--- src/rtl/bloco_controle.sv ---
// Control FSM for the polynomial datapath: sequences R2 = A*x^2 + B*x + C.
// Latency: start sampled at edge k -> pronto high after edge k+6 (seven states).
// Backpressure: none; start is only sampled in IDLE (or in DONE when HOLD_PRONTO=1).
//
// Ports:
//   clk, rst        clock (rising edge) and synchronous active-high reset
//   start           request a new evaluation
//   LX, LH, LS      BO load enables for R0, R1, R2
//   H               ALU op (1 = multiply, 0 = add)
//   M0, M1, M2      BO mux selects (constant, ALU op1, ALU op2)
//   ocupado         evaluation in progress (LOADX..SUMC)
//   pronto          result valid in BO R2
module bloco_controle #(
  parameter int STATE_W     = 3,
  parameter bit HOLD_PRONTO = 1'b0
) (
  input  logic       clk,
  input  logic       rst,
  input  logic       start,
  output logic       LX,
  output logic       LH,
  output logic       LS,
  output logic       H,
  output logic [1:0] M0,
  output logic [1:0] M1,
  output logic [1:0] M2,
  output logic       ocupado,
  output logic       pronto
);

  typedef enum logic [STATE_W-1:0] {
    IDLE  = STATE_W'(0),
    LOADX = STATE_W'(1),
    X2    = STATE_W'(2),
    AX2   = STATE_W'(3),
    BX    = STATE_W'(4),
    SUM1  = STATE_W'(5),
    SUMC  = STATE_W'(6),
    DONE  = STATE_W'(7)
  } state_t;

  typedef struct packed {
    logic       lx;
    logic       lh;
    logic       ls;
    logic       h;
    logic [1:0] m0;
    logic [1:0] m1;
    logic [1:0] m2;
    logic       ocupado;
    logic       pronto;
  } ctl_t;

  state_t state_q, state_d;
  ctl_t   ctl_q, ctl_d;

  // Next-state logic.
  always_comb begin
    state_d = IDLE;
    case (state_q)
      IDLE:    state_d = start ? LOADX : IDLE;
      LOADX:   state_d = X2;
      X2:      state_d = AX2;
      AX2:     state_d = BX;
      BX:      state_d = SUM1;
      SUM1:    state_d = SUMC;
      SUMC:    state_d = DONE;
      DONE: begin
        if (HOLD_PRONTO) state_d = start ? LOADX : DONE;
        else             state_d = IDLE;
      end
      default: state_d = IDLE;
    endcase
  end

  // Outputs are decoded from the next state and registered alongside it, so
  // the output flops always reflect state_q and nothing combinational leaves
  // the block.
  always_comb begin
    ctl_d = '0;
    case (state_d)
      LOADX: begin
        ctl_d.lx      = 1'b1;
        ctl_d.ocupado = 1'b1;
      end
      X2: begin // R1 <= x * x
        ctl_d.m1      = 2'd1;
        ctl_d.m2      = 2'd0;
        ctl_d.h       = 1'b1;
        ctl_d.lh      = 1'b1;
        ctl_d.ocupado = 1'b1;
      end
      AX2: begin // R2 <= A * x^2
        ctl_d.m0      = 2'd1;
        ctl_d.m1      = 2'd0;
        ctl_d.m2      = 2'd2;
        ctl_d.h       = 1'b1;
        ctl_d.ls      = 1'b1;
        ctl_d.ocupado = 1'b1;
      end
      BX: begin // R1 <= B * x
        ctl_d.m0      = 2'd2;
        ctl_d.m1      = 2'd0;
        ctl_d.m2      = 2'd0;
        ctl_d.h       = 1'b1;
        ctl_d.lh      = 1'b1;
        ctl_d.ocupado = 1'b1;
      end
      SUM1: begin // R2 <= R1 + R2
        ctl_d.m1      = 2'd2;
        ctl_d.m2      = 2'd3;
        ctl_d.ls      = 1'b1;
        ctl_d.ocupado = 1'b1;
      end
      SUMC: begin // R2 <= C + R2
        ctl_d.m0      = 2'd3;
        ctl_d.m1      = 2'd0;
        ctl_d.m2      = 2'd3;
        ctl_d.ls      = 1'b1;
        ctl_d.ocupado = 1'b1;
      end
      DONE: begin
        ctl_d.pronto  = 1'b1;
      end
      default: ctl_d = '0;
    endcase
  end

  always_ff @(posedge clk) begin
    if (rst) begin
      state_q <= IDLE;
      ctl_q   <= '0;
    end else begin
      state_q <= state_d;
      ctl_q   <= ctl_d;
    end
  end

  assign LX      = ctl_q.lx;
  assign LH      = ctl_q.lh;
  assign LS      = ctl_q.ls;
  assign H       = ctl_q.h;
  assign M0      = ctl_q.m0;
  assign M1      = ctl_q.m1;
  assign M2      = ctl_q.m2;
  assign ocupado = ctl_q.ocupado;
  assign pronto  = ctl_q.pronto;

endmodule

--- config.mk ---
export PLATFORM = sky130hd
export DESIGN_NAME = bloco_controle
export DESIGN_NICKNAME = d
export VERILOG_FILES = /design/src/rtl/bloco_controle.sv
export SDC_FILE = /design/constraint.sdc
export NUM_CORES = 1
export LEC_CHECK = 0
export ABC_AREA = 1
export CORE_AREA = 2 2 39 41
export DETAILED_ROUTE_END_ITERATION = 8
export DIE_AREA = 0 0 41 43
export SYNTH_ARGS = -nofsm -noshare
export SYNTH_HDL_FRONTEND = slang
export SYNTH_SLANG_ARGS = --single-unit
--- constraint.sdc ---
create_clock -name clk -period 2.3 [get_ports clk]
set_input_delay 0.23 -clock clk [delete_from_list [all_inputs] [get_ports clk]]
set_output_delay 0.23 -clock clk [all_outputs]
set_load 0.05 [all_outputs]
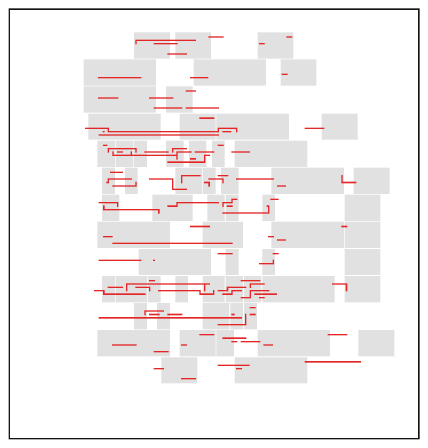
layer_met1.png
Cells faint in the background.
nets with wire on the layer: 56
longest straight run: 14.3 microns
wire length on this layer: 249 microns
main direction: horizontal

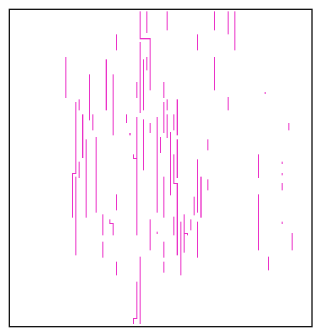
layer_met2.png
share of all routed wire: 51%
main direction: vertical
nets with wire on the layer: 58
longest straight run: 16.0 microns
vias: 340
Routed WL: 638 microns

==> impl_metrics.py <==
# Generated from Yosys and OpenROAD reports
metrics = {
    "die": {
        "num_rows": 14,
        "die_x_microns": 41,
        "tapCellCount": 16,
        "fp_util_pct": 32.0,
        "io-pin-count": 15,
    },
    "routing": {
        "drc": 0,
        "routedWlPerCell_microns": 8.29,
        "drtPass1Iterations": 2,
        "top_layer": "met4",
        "avgViaCountPerCell": 4.42,
        "m1WireLength_microns": 248,
    },
    "synth": {
        "ys_seq_share_pct": 63.3,
        "synth_cells": 46,
        "netlist_area_sq_um": 443,
        "syn-mean-instance-area_sq_um": 9.63,
        "ys_types": 14,
        "ys_cells": 46,
    },
    "cells_and_area": {
        "area_growth_pct": 37.9,
        "largest_class": "registers",
        "seq_area_share_pct": 45.9,
        "comb_area_share_pct": 20.5,
        "instances_no_fill": 77,
        "clock_area_share_pct": 3.69,
        "layout_top_cells": "14 x dfxtp_1, 14 x clkdlybuf4s50_1, 5 x nand2_1, 5 x nor2_1",
        "nMultiInputCombCells": 24,
        "num-nonclk-buffers": 14,
        "antenna_cells": 0,
        "drive_above_1_share_pct": 14.8,
        "largest_reg_flops": 3,
        "fin_area_sq_um": 611,
        "seqCellArea_sq_um": 280,
    },
    "setup_path": {
        "setup.worst_path.start": "M2[1]",
        "regToRegStartpoint": "state_q[0]",
        "reg2reg_depth": 4,
        "cp.required_ns": 2.07,
        "critPathMaxFanout": 2,
        "path_class": "reg -> out",
        "slowest_stage": "clkdlybuf4s50_1",
        "endpoint": "M2[1]",
        "critPathMaxStageDelay_ns": 0.79,
        "rr_endpoint": "ocupado",
        "cp_num_cells": 1,
        "critPathLaunchType": "flop",
        "r2r_setup_slack_ns": 1.41,
        "critPathTopFamily": "buffers and inverters",
    },
    "clock_tree": {
        "ctsResizeCount": 0,
        "cts.sinks": 14,
        "clock_latency_ns": 0.27,
        "cts_buffers": 3,
        "cts_max_level": 1,
    },
    "status": {
        "status": "completed",
    },
    "placement": {
        "gp_congestion": 0.737,
        "dp_hpwl_microns": 502,
        "placed_area_sq_um": 588,
        "detailedPlace.worstSlack_ns": 0.973,
    },
    "power_and_ir_drop": {
        "peakVddDrop_mv": 0.432,
        "p_leak_uw": 0.000265,
        "power_density_nw_per_um2": 1030,
    },
    "sta": {
        "slew_headroom_pct": 66.7,
        "skew_ns": 0.00267,
        "slew_violations": 0,
        "timing.fmax_mhz": 618,
        "finalSetupViolCount": 0,
        "fin_tns_setup_ns": 0,
        "period_used_pct": 70.4,
    },
    "global_route": {
        "antenna_found_initial": 0,
        "grt_pass1_wl_microns": 1080,
        "grt_max_degree": 9,
        "overflow": 0,
    },
    "min_path": {
        "hold_class": "reg -> reg",
        "hold_end": "state_q[0]",
    },
}
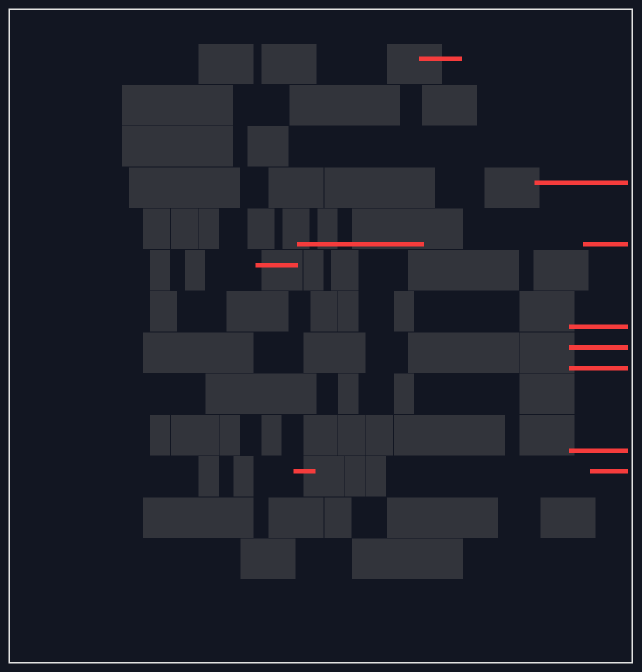
layer_met3.png
Cells faint in the background.
nets with wire on the layer: 9
wire length on this layer: 39.2 microns
main direction: horizontal
longest straight run: 8.00 microns

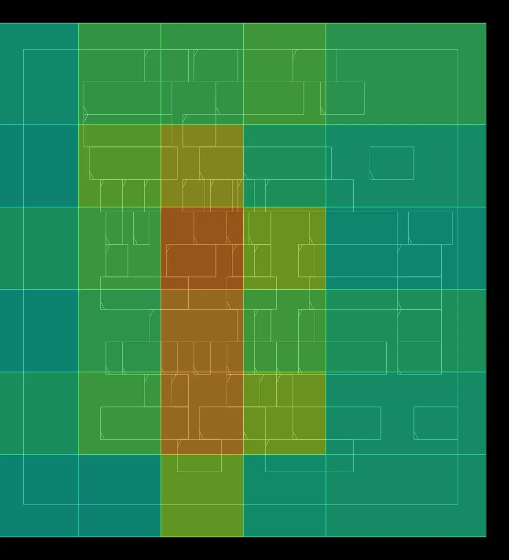
congestion.png
GR peak layer: met2
final core utilization: 44.1%
grt met3 use: 3.14%
M2 GR Usage: 14.1%
met1 Usage GRT: 8.88%

[where the power goes]
part | leakage, uW | internal (uW) | switching (uW) | total (uW)
Combinational | 0.000136 | 65.5 | 136 | 202
Sequential | 0.000115 | 276 | 25.0 | 301
Clock | 0.0000138 | 60.6 | 67.1 | 128
[synth_stat cells (all sizes together)]
master	number	area share, %
xor2	1	2.0
dfxtp	14	63
o21ai	2	2.3
nand3	2	2.3
buf	2	3.4
nor3	3	3.4
a21oi	3	3.4
nand2	7	9.3
inv	6	5.1
nor2	6	5.7
[cell families (layout without fill, tap and decap cells)]
family / count (synthesis) / in the layout / share of synthesized area [%]
and+or+nand+nor: 18 / 18 / 20.6
AOI/OAI and AO/OA: 5 / 5 / 5.65
xor gates and xnor gates: 1 / 1 / 1.98
buffers and inverters: 8 / 23 / 8.47
DFF: 14 / 14 / 63.3
Power and IR drop assume default switching activity.
